[config.mk]
export PLATFORM = sky130hd
export DESIGN_NAME = stage2_window_gen
export DESIGN_NICKNAME = d
export VERILOG_FILES = /design/src/rtl/stage2_window_gen_pkg.sv /design/src/rtl/stage2_line_buffer.sv /design/src/rtl/stage2_window_gen.sv
export SDC_FILE = /design/constraint.sdc
export NUM_CORES = 2
export LEC_CHECK = 0
export CORE_MARGIN = 3
export CORE_UTILIZATION = 55
export DETAILED_ROUTE_END_ITERATION = 6
export PLACE_DENSITY = 0.76
export SYNTH_ARGS = -nofsm -noshare
export SYNTH_HDL_FRONTEND = slang
export SYNTH_SLANG_ARGS = --single-unit
[constraint.sdc]
create_clock -name clk -period 22.9 [get_ports clk]
set_input_delay 4.58 -clock clk [delete_from_list [all_inputs] [get_ports clk]]
set_output_delay 4.58 -clock clk [all_outputs]
set_load 0.005 [all_outputs]
[src/rtl/stage2_window_gen_pkg.sv]
// Shared stage-2 constants for the window generator and its line buffer.
package stage2_window_gen_pkg;

   localparam int KX                 = 5;   // window width
   localparam int KY                 = 5;   // window height
   localparam int ST2_Conv_IBW       = 20;  // stage-2 pixel width
   localparam int ST2_FMAP_W         = 12;  // stage-2 feature-map width
   localparam int ST2_FMAP_H         = 12;  // stage-2 feature-map height
   localparam int ST2_KERNEL_LATENCY = 28;  // cycles the kernel needs per window

   typedef enum logic [1:0] {
      S_FILL = 2'd0,
      S_RUN  = 2'd1,
      S_DONE = 2'd2
   } state_t;

   // Bits needed to hold values 0..n-1 (at least one bit).
   function automatic int cnt_w(input int n);
      return (n <= 2) ? 1 : $clog2(n);
   endfunction

endpackage

[src/rtl/stage2_line_buffer.sv]
// KY-1 chained row buffers. The read address is prefetched one cycle ahead so
// the registered read already holds the column being written when a pixel is
// accepted; each row passes its old value down to the next (older) row.
module stage2_line_buffer
   import stage2_window_gen_pkg::*;
#(
   parameter int DEPTH = ST2_FMAP_W,
   parameter int ROWS  = KY - 1,
   parameter int DW    = ST2_Conv_IBW,
   parameter int AW    = cnt_w(ST2_FMAP_W)
) (
   input  logic               clk,
   input  logic               wr_en,
   input  logic [AW-1:0]      wr_addr,
   input  logic [AW-1:0]      rd_addr,
   input  logic [DW-1:0]      wr_data,
   output logic [ROWS*DW-1:0] taps      // tap 0 = newest row, tap ROWS-1 = oldest
);

   logic [DW-1:0] rd_data_reg [ROWS];

   genvar gi;
   generate
      for (gi = 0; gi < ROWS; gi++) begin : g_row
         logic [DW-1:0] mem [DEPTH];
         logic [DW-1:0] wr_word;

         if (gi == 0) begin : g_head
            assign wr_word = wr_data;
         end else begin : g_chain
            assign wr_word = rd_data_reg[gi-1];
         end

         // Row storage: write on accept, registered read of the prefetched column.
         always_ff @(posedge clk) begin
            if (wr_en) begin
               mem[wr_addr] <= wr_word;
            end
            rd_data_reg[gi] <= mem[rd_addr];
         end

         assign taps[gi*DW +: DW] = rd_data_reg[gi];
      end
   endgenerate

endmodule

[src/rtl/stage2_window_gen.sv]
// Raster-scan KXxKY window generator for stage2_cnn_kernel. Buffers KY-1 rows,
// emits each complete window with a one-cycle valid, and throttles input so
// successive windows are at least GAP cycles apart.
module stage2_window_gen
   import stage2_window_gen_pkg::*;
#(
   parameter int IW  = ST2_FMAP_W,
   parameter int IH  = ST2_FMAP_H,
   parameter int KX  = stage2_window_gen_pkg::KX,
   parameter int KY  = stage2_window_gen_pkg::KY,
   parameter int IBW = ST2_Conv_IBW,
   parameter int GAP = ST2_KERNEL_LATENCY
) (
   input  logic                  clk,
   input  logic                  reset,
   input  logic                  i_in_valid,
   output logic                  o_in_ready,
   input  logic [IBW-1:0]        i_in_pixel,
   output logic                  o_ot_valid,
   output logic [KX*KY*IBW-1:0]  o_ot_fmap,
   output logic                  o_frame_done
);

   localparam int CW = cnt_w(IW);
   localparam int RW = cnt_w(IH);
   localparam int GW = cnt_w(GAP + 1);
   localparam int FW = KX * KY * IBW;

   state_t            state_reg, state_next;
   logic [CW-1:0]     col_reg, col_next, rd_addr;
   logic [RW-1:0]     row_reg, row_next;
   logic [GW-1:0]     gap_reg, gap_next;
   logic              valid_reg;
   logic [FW-1:0]     fmap_reg;
   logic              win_pos, accept, at_row_end, at_last_row, frame_done;

   // Only columns 1..KX-1 are kept between accepts; column 0 is shifted out
   // on every accept and only ever lives on in the output register.
   logic [KY*(KX-1)*IBW-1:0] win_reg, win_keep;
   logic [FW-1:0]            win_shift;
   logic [IBW-1:0]           new_col [KY];
   logic [(KY-1)*IBW-1:0]    taps;

   assign at_row_end  = (col_reg == CW'(IW - 1));
   assign at_last_row = (row_reg == RW'(IH - 1));
   assign win_pos     = (state_reg == S_RUN) && (col_reg >= CW'(KX - 1));
   assign o_in_ready  = !(win_pos && (gap_reg != '0));
   assign accept      = i_in_valid && o_in_ready;
   assign rd_addr     = reset ? '0 : col_next;

   stage2_line_buffer #(
      .DEPTH (IW),
      .ROWS  (KY - 1),
      .DW    (IBW),
      .AW    (CW)
   ) u_line_buffer (
      .clk     (clk),
      .wr_en   (accept),
      .wr_addr (col_reg),
      .rd_addr (rd_addr),
      .wr_data (i_in_pixel),
      .taps    (taps)
   );

   genvar gi;
   generate
      // New right column: oldest buffered row at y=0, incoming pixel at y=KY-1.
      for (gi = 0; gi < KY - 1; gi++) begin : g_col
         assign new_col[gi] = taps[(KY-2-gi)*IBW +: IBW];
      end
      assign new_col[KY-1] = i_in_pixel;

      // Window after a one-column left shift.
      for (gi = 0; gi < KY*KX; gi++) begin : g_shift
         localparam int Y = gi / KX;
         localparam int X = gi % KX;
         if (X == KX - 1) begin : g_new
            assign win_shift[gi*IBW +: IBW] = new_col[Y];
         end else begin : g_old
            assign win_shift[gi*IBW +: IBW] = win_reg[(Y*(KX-1)+X)*IBW +: IBW];
         end
      end

      // Columns 1..KX-1 of the shifted window become the stored columns.
      for (gi = 0; gi < KY*(KX-1); gi++) begin : g_keep
         localparam int Y = gi / (KX - 1);
         localparam int X = gi % (KX - 1);
         assign win_keep[gi*IBW +: IBW] = win_shift[(Y*KX+X+1)*IBW +: IBW];
      end
   endgenerate

   // Frame FSM: next state and the frame-done flag.
   always_comb begin
      state_next = state_reg;
      frame_done = 1'b0;
      case (state_reg)
         S_FILL: if (accept && (row_reg == RW'(KY - 2)) && at_row_end) state_next = S_RUN;
         S_RUN:  if (accept && at_last_row && at_row_end) state_next = S_DONE;
         S_DONE: begin
            frame_done = 1'b1;
            state_next = S_FILL;
         end
         default: state_next = S_FILL;
      endcase
   end

   // Raster position counters and window spacing counter.
   always_comb begin
      col_next = col_reg;
      row_next = row_reg;
      gap_next = gap_reg;
      if (accept) begin
         if (at_row_end) begin
            col_next = '0;
            row_next = at_last_row ? '0 : row_reg + 1'b1;
         end else begin
            col_next = col_reg + 1'b1;
         end
      end
      if (accept && win_pos) begin
         gap_next = GW'(GAP - 1);
      end else if (gap_reg != '0) begin
         gap_next = gap_reg - 1'b1;
      end
   end

   // Control state and registered outputs.
   always_ff @(posedge clk) begin
      if (reset) begin
         state_reg <= S_FILL;
         col_reg   <= '0;
         row_reg   <= '0;
         gap_reg   <= '0;
         valid_reg <= 1'b0;
         fmap_reg  <= '0;
      end else begin
         state_reg <= state_next;
         col_reg   <= col_next;
         row_reg   <= row_next;
         gap_reg   <= gap_next;
         valid_reg <= accept && win_pos;
         if (accept && win_pos) begin
            fmap_reg <= win_shift;
         end
      end
   end

   // Window columns shift on every accept; contents are don't-care until filled.
   always_ff @(posedge clk) begin
      if (accept) begin
         win_reg <= win_keep;
      end
   end

   assign o_ot_valid   = valid_reg;
   assign o_ot_fmap    = fmap_reg;
   assign o_frame_done = frame_done;

endmodule

Fig. 1: track usage over the die
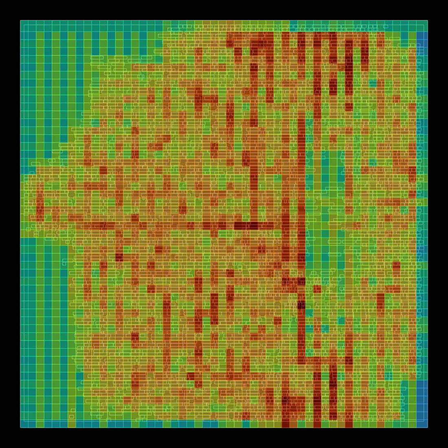
final cell utilization of the core: 66.3%
busiest layer in global routing: met2

Fig. 2: routed metal, one colour a layer
Scale bar: 100 um.
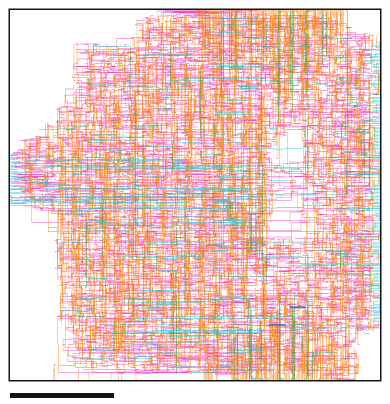
| layer | colour | wire length |
|---|---|---|
| M3 | cyan | 13,200 um |
| M1 | magenta | 65.0 mm |
| M4 | green | 4,580 um |
| M5 | blue | 27.6 um |
| M2 | orange | 71.6 mm |
Overall Global Routing Usage: 24.2%
Detailed Route WL: 154,000 um
wire length per cell: 27.2 um
via count: 33.7k

Fig. 3: signal metal coverage by tile
Scale bar: 100 um. 35 x 35 tiles, from dark blue (low) to red (high), scaled to the fullest tile. Values are wire area over tile area, all layers added.
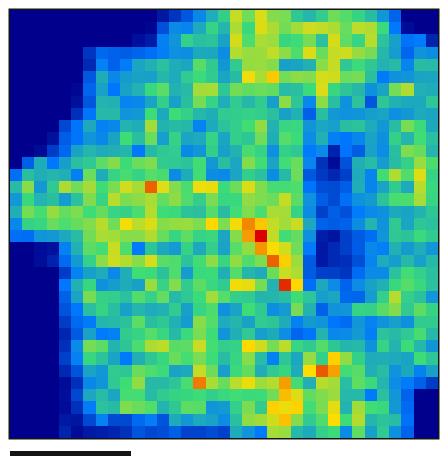
densest ninth of the die: centre
nearly empty tiles: 12%
mean over tiles: 0.20

==> COMMIT_EDITMSG <==
Refresh implementation metrics

- Endpoints failing hold in the final report were tallied at 0.
- Clock tree synthesis selected as its root buffer the cell sky130_fd_sc_hd__clkbuf_16.
- The chip occupies 0.126 mm^2.
- Antenna violations before repair: 12
- Number of unique standard cell types used by synthesis: 52
- In this run the horizontal extent of the chip is 355 um.
* Data-path buffer share of cell area in the final layout: 6.99%
* Via density: 5.93
* Pwr Total: 7.38 mW
- Per the synthesis report, the single largest cell type by area occupies 61.0% of cell area.
- Of the total synthesized cell area, the portion taken by AND-OR and OR-AND cells is 7.36%.
* Logic cell area: 0.0132 mm^2
* Placement Setup Slack: 13,500 ps
* Number of nets at the end of the flow: 3,941
* Buffers plus inverters on the worst setup path: 4
- Pins over their slew limit in the final report were tallied at 0.
- In this build the clock could be raised as far as 116 MHz.
- Top logic cells by instance count in the layout: 1,360 x sky130_fd_sc_hd__edfxtp_1, 596 x sky130_fd_sc_hd__dfxtp_1, 525 x sky130_fd_sc_hd__clkdlybuf4s50_1, 500 x sky130_fd_sc_hd__a22o_1, 189 x sky130_fd_sc_hd__clkbuf_16
- Cells in synth_stat.txt: 3,364
- Minimum hold slack: 441 ps
- Outcome: finished, final reports clean
- The script extracted a total leakage power of 27.1 nW.
- Levels on crit path: 6
- The final timing report gives a worst setup slack of 14,250 ps.
- Number of flops mapped to enable cells by yosys: 1,360
* Clk_lat worst skew: 780 ps
- Largest voltage drop on the vdd net: 79.6 uV
* Cts bufs inserted: 183
- The cell type that accounts for the most area after synthesis is sky130_fd_sc_hd__edfxtp_1.
- The launch point of the worst min-delay path is recorded as win_reg[51].
* Chip Height: 355 um
- Per the post-synthesis stats, the area per cell is 19.9 um^2.
- The synthesis stats list as the most numerous cell sky130_fd_sc_hd__edfxtp_1.
- Data on the critical path is required at its endpoint by 23,590 ps.
- Worst hold path depth: 0
- Pre-Repair DR Iteration Count: 5
- Register share of the cell area: 66.2%
- Source of the worst register-to-register timing path: gap_reg[0]
- Cell area after layout: 0.0797 mm^2
- In the finished design the tool counted flip-flops and latches totalling 1,956.
* Final tally of setup violations: 0
- The first global-routing pass estimated 224,000 um of wire.
* Largest register FFs: 960
* Largest fanout of any net on the critical path: 222
* Deepest clock path buffer count: 3
- 526 I/O pins were placed.
- Number of global-route vias before repair: 33.2k
- At the worst endpoint, the arrival time is 9350 ps.
- Once the floorplan was initialized, standard cells occupied 55.6% of the core.
- Time the final worst path needs with I/O delays and setup: 8650 ps
- Top flip-flop cell by instance count after synthesis: sky130_fd_sc_hd__edfxtp_1
* Area post-placement: 0.0736 mm^2
* Worst Clk Skew: 30.7 ps
* Largest net degree at the start of global routing: 223
* Fraction of the mapped netlist area in adder cells: 0.131%
* Critical Path, Cell by Cell: clkdlybuf4s50_1 -> nor2_4 -> buf_4 -> buf_12 -> buf_4 -> a22o_1
- Synth top area cells: sky130_fd_sc_hd__edfxtp_1 61%, sky130_fd_sc_hd__dfxtp_1 18%, sky130_fd_sc_hd__a22o_1 6.5%
- Warnings raised by the tools during the run amount to 46.
* Clock network area share: 7.60%
* Endpoint class of the critical path: flip-flop
* Multi-input combinational gate total: 1,191
- The detailed router finished its first iteration with 3,600 violations.
- Excluding fillers, the count of instances in the completed layout stands at 5,682.
- Synthesis-stage register bit count: 1,956
-- cell families after synthesis --
group / Yosys count
xor gates and xnor gates: 3
buffers and inverters: 217
muxes: 532
AOI/OAI and AO/OA: 572
and+or+nand+nor: 77
DFF: 1956
adders and majority gates: 7
-- power by group --
| part | switching [mW] | internal [mW] |
|---|---|---|
| clock | 1.28 | 1.72 |
| combinational | 0.134 | 0.107 |
| sequential | 0.166 | 3.97 |
| total | 1.58 | 5.79 |
-- per-layer routing --
| layer | vias up | GRT usage, % | part of all wire (%) |
|---|---|---|---|
| met5 | - | 0 | 0.017 |
| met4 | 4 | 8.00 | 3.0 |
| met3 | 248 | 5.08 | 8.6 |
| met2 | 1417 | 37.0 | 46 |
| met1 | 17391 | 35.0 | 42 |
| li1 | 14631 | - | - |
Power is estimated from default activity; no workload was simulated.
